`src/rtl/frame_loader.sv`:
```
// frame_loader: packs a host byte stream into DATA_W-bit sample words and writes
// one frame of DEPTH words into the inference input memory. It then waits for the
// network's classification result and hands it back to the host on a valid/ready
// handshake before re-arming for the next frame.
//
//  state    | meaning
//  ---------+------------------------------------------------------------------
//  LOAD     | accepting bytes, packing three per word, writing words in order
//  WAIT_RES | frame written; waiting for result_valid_i, bounded by TIMEOUT
//  HOLD     | result held on res_valid_o/res_data_o until the host takes it
module frame_loader #(
    parameter int DATA_W  = 19,
    parameter int DEPTH   = 128,
    parameter int ADDR_W  = 7,
    parameter int RES_W   = 7,
    parameter int TIMEOUT = 4096
) (
    input  logic              clk,
    input  logic              rst,
    input  logic              in_valid,
    input  logic [7:0]        in_data,
    output logic              in_ready,
    output logic              wr_en,
    output logic [ADDR_W-1:0] wr_addr,
    output logic [DATA_W-1:0] wr_data,
    output logic              frame_done,
    input  logic              result_valid_i,
    input  logic [RES_W-1:0]  result_i,
    output logic              res_valid_o,
    output logic [RES_W-1:0]  res_data_o,
    input  logic              res_ready_i,
    output logic              timeout_err,
    output logic              overrun_err
);

    localparam int TMR_W = (TIMEOUT > 1) ? $clog2(TIMEOUT) : 1;

    localparam logic [1:0] ST_LOAD     = 2'd0;
    localparam logic [1:0] ST_WAIT_RES = 2'd1;
    localparam logic [1:0] ST_HOLD     = 2'd2;

    localparam logic [ADDR_W-1:0] LAST_ADDR = ADDR_W'(DEPTH - 1);
    localparam logic [TMR_W-1:0]  TMR_LAST  = TMR_W'(TIMEOUT - 1);

    logic [1:0]        state_q,       state_d;
    logic [1:0]        byte_cnt_q,    byte_cnt_d;
    logic [ADDR_W-1:0] word_cnt_q,    word_cnt_d;
    logic [TMR_W-1:0]  timer_q,       timer_d;
    logic [7:0]        b0_q,          b0_d;
    logic [7:0]        b1_q,          b1_d;
    logic              wr_en_q,       wr_en_d;
    logic [ADDR_W-1:0] wr_addr_q,     wr_addr_d;
    logic [DATA_W-1:0] wr_data_q,     wr_data_d;
    logic              frame_done_q,  frame_done_d;
    logic              res_valid_q,   res_valid_d;
    logic [RES_W-1:0]  res_data_q,    res_data_d;
    logic              timeout_err_q, timeout_err_d;
    logic              overrun_err_q, overrun_err_d;

    logic byte_acc;

    // in_ready is held low while rst is asserted so no byte is taken during reset
    assign in_ready = (state_q == ST_LOAD) && !rst;
    assign byte_acc = in_valid && in_ready;

    assign wr_en       = wr_en_q;
    assign wr_addr     = wr_addr_q;
    assign wr_data     = wr_data_q;
    assign frame_done  = frame_done_q;
    assign res_valid_o = res_valid_q;
    assign res_data_o  = res_data_q;
    assign timeout_err = timeout_err_q;
    assign overrun_err = overrun_err_q;

    // Next-state logic: byte packing, word writes, result wait and hand-off
    always_comb begin
        state_d       = state_q;
        byte_cnt_d    = byte_cnt_q;
        word_cnt_d    = word_cnt_q;
        timer_d       = timer_q;
        b0_d          = b0_q;
        b1_d          = b1_q;
        wr_en_d       = 1'b0;
        wr_addr_d     = wr_addr_q;
        wr_data_d     = wr_data_q;
        frame_done_d  = 1'b0;
        res_valid_d   = res_valid_q;
        res_data_d    = res_data_q;
        timeout_err_d = timeout_err_q;
        overrun_err_d = overrun_err_q;

        case (state_q)
            ST_LOAD: begin
                if (byte_acc) begin
                    case (byte_cnt_q)
                        2'd0: begin
                            b0_d       = in_data;
                            byte_cnt_d = 2'd1;
                        end
                        2'd1: begin
                            b1_d       = in_data;
                            byte_cnt_d = 2'd2;
                        end
                        default: begin
                            // third byte only contributes its low DATA_W-16 bits
                            byte_cnt_d = 2'd0;
                            wr_en_d    = 1'b1;
                            wr_addr_d  = word_cnt_q;
                            wr_data_d  = {in_data[DATA_W-17:0], b1_q, b0_q};
                            if (word_cnt_q == LAST_ADDR) begin
                                frame_done_d = 1'b1;
                                word_cnt_d   = '0;
                                timer_d      = '0;
                                state_d      = ST_WAIT_RES;
                            end else begin
                                word_cnt_d = word_cnt_q + 1'b1;
                            end
                        end
                    endcase
                end
            end

            ST_WAIT_RES: begin
                // a result arriving on the last timer cycle still wins
                if (result_valid_i) begin
                    res_data_d  = result_i;
                    res_valid_d = 1'b1;
                    timer_d     = '0;
                    state_d     = ST_HOLD;
                end else if (timer_q == TMR_LAST) begin
                    timeout_err_d = 1'b1;
                    timer_d       = '0;
                    state_d       = ST_LOAD;
                end else begin
                    timer_d = timer_q + 1'b1;
                end
            end

            ST_HOLD: begin
                if (result_valid_i) begin
                    overrun_err_d = 1'b1;
                end
                if (res_valid_q && res_ready_i) begin
                    res_valid_d = 1'b0;
                    state_d     = ST_LOAD;
                end
            end

            default: begin
                state_d = ST_LOAD;
            end
        endcase
    end

    // State and output registers with synchronous active-high reset
    always_ff @(posedge clk) begin
        if (rst) begin
            state_q       <= ST_LOAD;
            byte_cnt_q    <= '0;
            word_cnt_q    <= '0;
            timer_q       <= '0;
            b0_q          <= '0;
            b1_q          <= '0;
            wr_en_q       <= 1'b0;
            wr_addr_q     <= '0;
            wr_data_q     <= '0;
            frame_done_q  <= 1'b0;
            res_valid_q   <= 1'b0;
            res_data_q    <= '0;
            timeout_err_q <= 1'b0;
            overrun_err_q <= 1'b0;
        end else begin
            state_q       <= state_d;
            byte_cnt_q    <= byte_cnt_d;
            word_cnt_q    <= word_cnt_d;
            timer_q       <= timer_d;
            b0_q          <= b0_d;
            b1_q          <= b1_d;
            wr_en_q       <= wr_en_d;
            wr_addr_q     <= wr_addr_d;
            wr_data_q     <= wr_data_d;
            frame_done_q  <= frame_done_d;
            res_valid_q   <= res_valid_d;
            res_data_q    <= res_data_d;
            timeout_err_q <= timeout_err_d;
            overrun_err_q <= overrun_err_d;
        end
    end

endmodule

```
`config.mk`:
```
export PLATFORM = sky130hd
export DESIGN_NAME = frame_loader
export DESIGN_NICKNAME = d
export VERILOG_FILES = /design/src/rtl/frame_loader.sv
export SDC_FILE = /design/constraint.sdc
export NUM_CORES = 1
export LEC_CHECK = 0
export CORE_ASPECT_RATIO = 0.5
export CORE_MARGIN = 2
export CORE_UTILIZATION = 47
export DETAILED_ROUTE_END_ITERATION = 6
export DONT_BUFFER_PORTS = 1
export PLACE_DENSITY = 0.72
export SLEW_MARGIN = 10
export SYNTH_ARGS = -nofsm -noshare
export SYNTH_HDL_FRONTEND = slang
export SYNTH_SLANG_ARGS = --single-unit
```
`constraint.sdc`:
```
create_clock -name clk -period 2.34 [get_ports clk]
set_input_delay 0.234 -clock clk [delete_from_list [all_inputs] [get_ports clk]]
set_output_delay 0.234 -clock clk [all_outputs]
set_load 0.02 [all_outputs]
```
Run 1, floorplan with the power grid:
The bar under the picture is 20 um long. Pins as bars on the die edge.
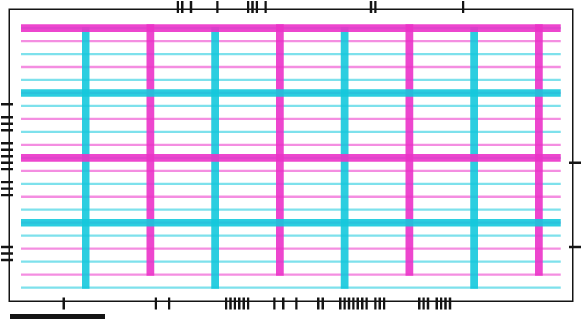
colour	net
magenta	VDD
cyan	VSS
met4 straps	8
met5 straps	4
signal pins	59

Run 1, placement by cell class:
The bar under the picture is 20 um long.
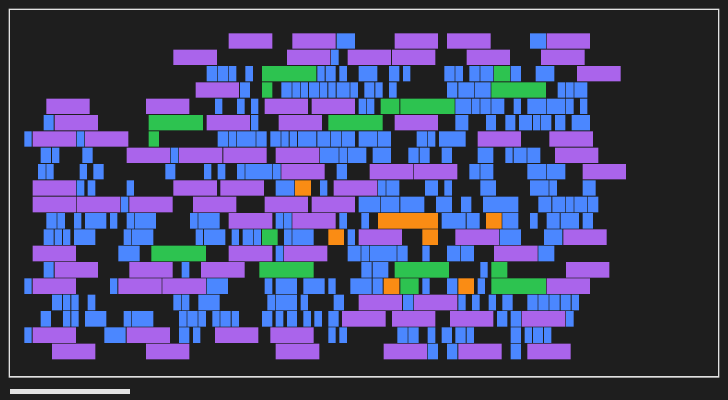
colour	class	cells	share of their area
blue	all other logic	258	43%
purple	flops	77	47%
orange	other buffers and delay cells	7	2.2%
green	clock drivers and dummy loads	16	8.3%

==> run notes, run 1 <==
flow finished, numbers: period utilization 0.826, IO buf count 0, TritonCTS clock tree done, Vias/cell 5.42, fp util 0.495, crit path launch type register, Levels on crit path 4, nets 375, CTS buffer count 9, Routed WL 6.43 mm, Flops 77, max_cap viols 0, buffer share of cell area 0.0212, Gate Area 1400 um^2, critical path endpoint category register, Synth flops 77, final instance area 3420 um^2, # IOs 59, Post-CTS Hold Buffers 1, Synth Cell Area 3040 um^2, pwr dens 782 nW/um^2, number of synthesized flops with an enable pin 0, CP peak stage delay 0.56 ns, area post-placement 3110 um^2, Root Buffer clkbuf_16, drt wl/cell 14.4 um, worst setup margin 0.407 ns, Buf+Inv Stages, Crit Path 0, Top non-seq family simple AND/OR/NAND/NOR gates, dpl cells 429, Min Hold Slack 0.0224 ns, ANT cells 0, Gate power share 0.030, share of post-route cells with drive strength above 1 0.0726, r2r worst-path depth 4, Worst-Margin Slew 0.532 ns, adder share 0.00822, GRT Total Usage 0.194, Detail Placement HPWL 4.32 mm, Largest register FFs 19, Non-Clock Buffer Count 7, grt ovf 0, launch point of the worst reg-to-reg path state_q[1], Routed Antenna Nets 0, Final Max Tran Viols 0, RSZ-0062 raised after global routing no, CP Cell Sequence and4bb_1 > a41oi_1 > nor2_1 > o32ai_1, Top delay family on crit path AND-OR/OR-AND gates, vias in the first global route 2311, WL met2 3.17 mm, CTS Sinks 77, met1 wire length 2.87 mm, Fillers 570, mux frac, synth 0.0592, Top cell excl fill/tap dfxtp_1, status finished, final reports clean, min-delay worst type primary input to register, xor/xnor share 0.0201
Run 1, clock network drawn from the DEF:
The bar under the picture is 20 um long.
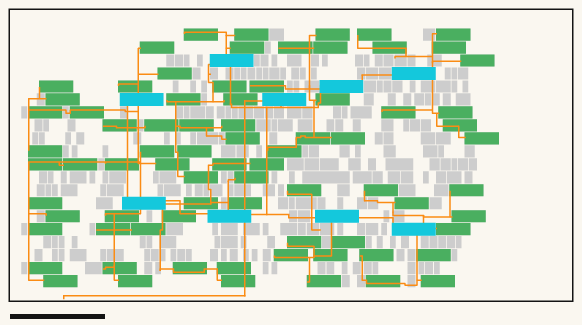
[green] flip-flops | count: 77
[cyan] cells driving clock nets | count: 9
[orange] clock wires | length: 868 um
flops lie	spread over the die
Latency at later pin: 0.33 ns
P_clk: 1.26 mW
worst-case clock skew: 0.00731 ns
Clk pwr share: 0.470

[run 1: power groups by stage]
stage | Combinational [mW] | Clock (mW) | Sequential, mW
after floorplan | 0.0649 | 0 | 1.36
after global placement | 0.0581 | 0 | 1.36
after detailed placement | 0.0607 | 0 | 1.37
after CTS | 0.0817 | 1.28 | 1.34
after global routing | 0.0901 | 1.34 | 1.34
final | 0.0811 | 1.26 | 1.34
[run 1: worst register-to-register path, cell delays in order (launching register included)]
cell      delay, ns
dfxtp_1        0.56
and4bb_1       0.33
a41oi_1        0.39
nor2_1         0.22
o32ai_1        0.32
[run 1: cells in the mapped netlist (2+ instances only)]
| cell type | number | area [um^2] |
|---|---|---|
| nor2_1 | 32 | 120 |
| nor2b_1 | 3 | 18.8 |
| nand2b_1 | 3 | 18.8 |
| o211ai_1 | 2 | 15.0 |
| buf_2 | 5 | 25.0 |
| xnor2_1 | 6 | 52.6 |
| o21ai_0 | 13 | 65.1 |
| clkbuf_1 | 10 | 37.5 |
| a311oi_1 | 3 | 26.3 |
| dfxtp_1 | 77 | 1540 |
| nor3_1 | 3 | 15.0 |
| buf_1 | 4 | 15.0 |
| ha_1 | 2 | 25.0 |
| a31oi_1 | 6 | 37.5 |
| and2_1 | 3 | 18.8 |
| a21oi_1 | 39 | 195 |
| nand2_1 | 76 | 285 |
| and4_1 | 5 | 43.8 |
| and3_1 | 5 | 31.3 |
| o32ai_1 | 2 | 17.5 |
| nor3b_1 | 5 | 37.5 |
| inv_1 | 3 | 11.3 |
| nand3_1 | 14 | 70.1 |
| mux2i_1 | 18 | 180 |
[run 1: kinds of logic after synthesis]
logic type / after synthesis
buf+inv: 24
compound gates: 70
fa+ha+maj: 2
mux: 18
simple gates: 157
flops: 77
xor+xnor: 7
==> run 2: changes to the inputs <==
==> constraint.sdc (replaced) <==
create_clock -name clk -period 1.78 [get_ports clk]
set_input_delay 0.178 -clock clk [delete_from_list [all_inputs] [get_ports clk]]
set_output_delay 0.178 -clock clk [all_outputs]
set_load 0.02 [all_outputs]
==> run 2 against run 1 <==
Cell count grew 4.3%; die size is the same; sequential cell count is the same; register-to-register slack lost 0.35 ns; worst setup slack lost 0.35 ns; critical path type unchanged; critical endpoint is now timer_q[9]; largest cell class unchanged.
==> run notes, run 2 <==
flow finished, numbers: status finished, final reports clean, RSZ-0062 raised after global routing no, # IOs 59, Largest register FFs 19, Gate power share 0.034, vias in the first global route 2526, Latency at later pin 0.33 ns, CP peak stage delay 0.46 ns, maximum clock frequency 0.582 GHz, ys async rst share 0, critical path endpoint category register, Initial DRT Pass Iterations 4, most common cell in the synthesized netlist dfxtp_1, yosys stat chip area 3040 um^2, Root Buffer clkbuf_16, leading area contributor after synthesis dfxtp_1, IO buf count 0, Log Warnings 26, sequential power share 0.457, Detail Placement HPWL 4.49 mm, Synth Cell Area 3040 um^2, Synth flops 77, Tot Pwr 3.85 mW, Clk pwr share 0.509, Int Power 3.06 mW, worst-case clock skew 0.00561 ns, drc violations 0, FP Rows 20, syn nets 377, grt ovf 0, Routed WL 7.05 mm, Routed Antenna Nets 0, synthesis-to-layout area growth 19.7%, GRT Total Usage 0.206, crit path launch type register, Final Hold Fails 0, drt wl/cell 15.2 um, number of synthesized flops with an enable pin 0, Vias/cell 5.49, Max FO, Critical Path 7, min-delay worst type primary input to register, global-route wire length before repair 11.6 mm, Buf+Inv Stages, Crit Path 0, TritonCTS clock tree done, final setup vio count 0, RePlAce Congestion 0.902, Largest cells by area dfxtp_1, nand2_1, a21oi_1, Worst-Margin Slew 0.441 ns, CP max stage cell or4b_1, Final Max Tran Viols 0, Min Hold Slack 0.00627 ns, Post-CTS Setup Inserts 0, max_cap viols 0, Top cell excl fill/tap dfxtp_1, CTS Sinks 77, share of post-route cells with drive strength above 1 0.101, most frequent cells after synthesis dfxtp_1, nand2_1, a21oi_1, DR iter-0 viols 138, CTS buffer count 9, Top Layout Cells dfxtp_1, nand2_1, a21oi_1, nor2_1, mux2i_1, CP Cell Sequence or3b_4 > a41oi_2 > or4b_1 > a31oi_1, pwr dens 1060 nW/um^2, post-synth top area share 0.506, period utilization 0.966, Clock Tree Buf Depth 2, dpl cells 439, Syn Area/Cell 8.58 um^2, clock-pin slew on the worst setup and hold paths 0.06 ns, Post-CTS Resized 0, ANT cells 0, nets 394, Top delay family on crit path simple AND/OR/NAND/NOR gates, fp util 0.495, Post-CTS Hold Buffers 10, Seq share, synth 0.506
[run 2: cell counts after synthesis]
No cell type changed its count.
[run 2: worst paths after layout]
check,from,endpoint,slack (ns),depth (start not counted)
max reg2reg,state_q[1],timer_q[9],0.06,4
min,in_data[7],b1_q[7],0.006,2
max,state_q[1],timer_q[9],0.06,4
min reg2reg,b0_q[4],wr_data[4],0.46,2
[run 2: power by group through the flow]
stage | clock [mW] | sequential (mW) | combinational [mW]
finish | 1.96 | 1.76 | 0.133
global route | 2.06 | 1.76 | 0.144
CTS | 1.99 | 1.76 | 0.132
detailed placement | 0 | 1.80 | 0.0847
global placement | 0 | 1.79 | 0.0808
floorplan | 0 | 1.79 | 0.0855
[run 2: metrics by stage]
stage	cell area [um^2]	utilization	setup slack (ns)
2_1_floorplan	3050	-	0.0550
6_report	3640	0.592	0.0607
3_3_place_gp	3190	0.519	0.145
5_1_grt	3640	0.592	0.0117
4_1_cts	3640	0.591	0.0691
3_5_place_dp	3190	0.519	0.0964
[run 2: metal layers]
layer	wire (um)	up-vias	track usage
met5	0	-	0
met4	85	0	0.0740
met3	375	10	0.0818
met2	3520	58	0.377
met1	3070	1226	0.227
li1	-	1257	-
[run 2: worst register-to-register path, cell delays in order, from the launching register on]
cell	delay (ns)
dfxtp_1	0.37
or3b_4	0.45
a41oi_2	0.19
or4b_1	0.46
a31oi_1	0.18
[run 2: cell type report]
cell class	count	area (um^2)
Clock buffer	10	239
Clock inverter	6	86.3
Fill cell	565	2510
Inverter	4	15.0
Multi-Input combinational cell	254	1420
Sequential cell	77	1540
Tap cell	88	110
Timing Repair Buffer	26	238
[run 2: kinds of logic after synthesis]
kind of cell | share of synthesized area
mux | 0.0592
xor+xnor | 0.0201
compound gates | 0.133
fa+ha+maj | 0.00822
simple gates | 0.240
buf+inv | 0.0329
flops | 0.506
Run 2, floorplan with the power grid:
The bar under the picture is 20 um long. Pins as bars on the die edge.
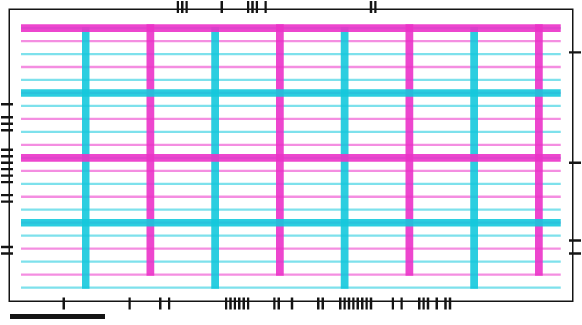
colour	net
cyan	VSS
magenta	VDD
met5 straps	4
rows	20
signal pins	59
met1 rails	21
Die Wd: 118 um
VDD IR-drop max: 0.625 mV
Die Y: 60.9 um
Core Area: 6160 um^2

Run 2, placement by cell class:
The bar under the picture is 20 um long.
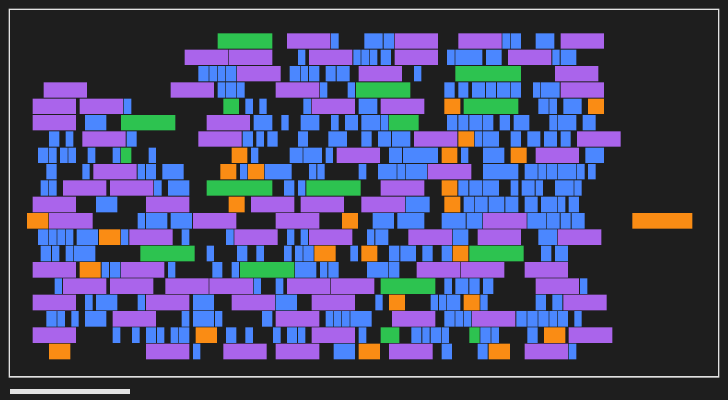

==> run 3: changes to the inputs <==
--- a/config.mk
+++ b/config.mk
@@ -5,12 +5,14 @@
 export SDC_FILE = /design/constraint.sdc
 export NUM_CORES = 1
 export LEC_CHECK = 0
+export CELL_PAD_IN_SITES_DETAIL_PLACEMENT = 1
+export CELL_PAD_IN_SITES_GLOBAL_PLACEMENT = 1
 export CORE_ASPECT_RATIO = 0.5
 export CORE_MARGIN = 2
-export CORE_UTILIZATION = 47
+export CORE_UTILIZATION = 46
 export DETAILED_ROUTE_END_ITERATION = 6
 export DONT_BUFFER_PORTS = 1
-export PLACE_DENSITY = 0.72
+export PLACE_DENSITY = 0.87
 export SLEW_MARGIN = 10
 export SYNTH_ARGS = -nofsm -noshare
 export SYNTH_HDL_FRONTEND = slang
Run 3, placement by cell class:
The bar under the picture is 20 um long.
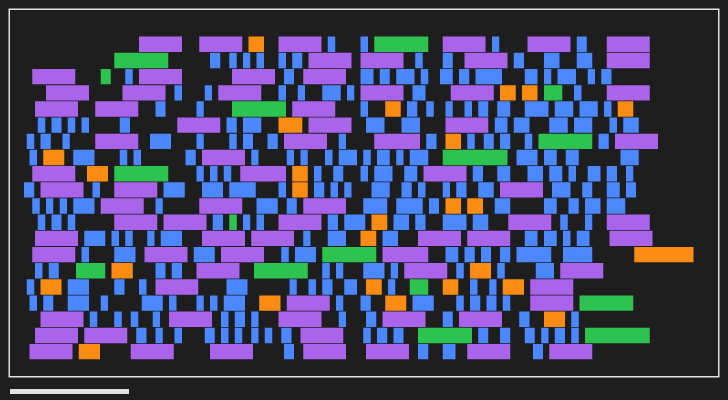
colour	class	cells	share of their area
orange	other buffers and delay cells	26	6.9%
purple	flops	77	44%
blue	all other logic	258	40%
green	clock drivers and dummy loads	16	9.2%

==> run 3 against run 2 <==
Hold slack worse by 0.0079 ns; clock skew up 0.0025 ns; clock power about the same; power up 1.1%; register-to-register slack worse by 0.02 ns; worst setup slack worse by 0.016 ns; die size up 2.1%; critical path depth up 2; sequential cell count unchanged; sequential power about the same; the flow now finishes with violations (hold timing); critical path type unchanged.
==> run notes, run 3 <==
flow finished, numbers: Gate Area 1420 um^2, clock-pin slew on the worst setup and hold paths 0.06 ns, pwr dens 1060 nW/um^2, Buf+Inv Stages, Crit Path 1, number of synthesized flops with an enable pin 0, FP Rows 20, fp util 0.489, failing checks hold timing, Core Area 6230 um^2, Min Hold Slack -0.00162 ns, Tot Pwr 3.89 mW, Layout Utilization 0.588, RSZ-0062 raised after global routing no, most frequent cells after synthesis dfxtp_1, nand2_1, a21oi_1, Largest register FFs 19, Routed Antenna Nets 0, GRT Total Usage 0.263, # IOs 59, Detail Placement HPWL 5.19 mm, Die Wd 119 um, nets 394, worst-case clock skew 0.00810 ns, drc violations 0, Fillers 702, Initial DRT Pass Iterations 4, Routed WL 9.02 mm, period utilization 0.975, Synth flops 77, Root Buffer clkbuf_16, ys async rst share 0, Final Hold Fails 1, syn nets 377, Clock Tree Buf Depth 2, ANT cells 0, min-delay worst type primary input to register, Seq share, synth 0.506, synthesis-to-layout area growth 20.3%, global-route wire length before repair 14.4 mm, Final Max Tran Viols 0, leading area contributor after synthesis dfxtp_1, Syn Area/Cell 8.58 um^2, most common cell in the synthesized netlist dfxtp_1, DR top layer met4, yosys stat chip area 3040 um^2, TritonCTS clock tree done, launch point of the worst reg-to-reg path word_cnt_q[0], grt ovf 0, Hold Crit Depth 2, status finished, violations left, WL met2 4.69 mm, Largest cells by area dfxtp_1, nand2_1, a21oi_1, CP Cell Sequence ha_1 > and4_1 > a41oi_1 > nor2_1 > buf_4 > a311oi_1, share of post-route cells with drive strength above 1 0.114, CTS buffer count 9, max_cap viols 0, CTS Sinks 77, post-synth top area share 0.506, met3 wire len 550 um, DR iter-0 viols 118, maximum clock frequency 0.576 GHz
run 3: repair_timing:
action,4_1_cts,5_1_grt
endpoints found under the setup margin,0,13
endpoints found under the hold margin,64,0
resized,0,10
hold buffers,11,0
setup buffers,0,0
run 3: final timing paths:
path,endpoint
setup / recovery,timer_q[7]
hold / removal,b1_q[7]
setup reg to reg,timer_q[7]
hold reg to reg,wr_data[7]
run 3: stage by stage:
stage | setup WS [ns] | instance area [um^2] | std cells
finish | 0.0450 | 3660 | 465
floorplan | 0.0550 | 3050 | 355
CTS | 0.00239 | 3640 | 465
global placement | 0.119 | 3190 | 438
detailed placement | 0.0199 | 3190 | 438
global route | 0.0164 | 3660 | 465
run 3: cells by family after synthesis:
kind of cell / Yosys count / share of synthesized area
AND/OR/NAND/NOR: 157 / 0.240
buffers and inverters: 24 / 0.0329
adder cells (fa/ha/maj): 2 / 0.00822
XOR/XNOR: 7 / 0.0201
multiplexers: 18 / 0.0592
flip-flops: 77 / 0.506
AND-OR/OR-AND: 70 / 0.133
run 3: routing by layer:
metal	GRT usage	vias to the layer above
met5	0	-
met4	0.141	0
met3	0.0907	21
met2	0.498	81
met1	0.271	1324
li1	-	1259
run 3: power breakdown:
part           switching [mW]  internal, mW
logic                  0.0808        0.0596
clock network           0.722          1.27
registers              0.0159          1.74
total                   0.819          3.07
run 3: area by class of cell:
type                       instances  area share
tap                               88      0.0301
sequential                        77       0.422
multi-input combinational        254       0.388
clock inverter                     5      0.0225
timing repair buffer              26      0.0666
clock buffer                      11      0.0663
inverter                           4     0.00410
No activity file was given, so power comes from the tool's default toggle rates.
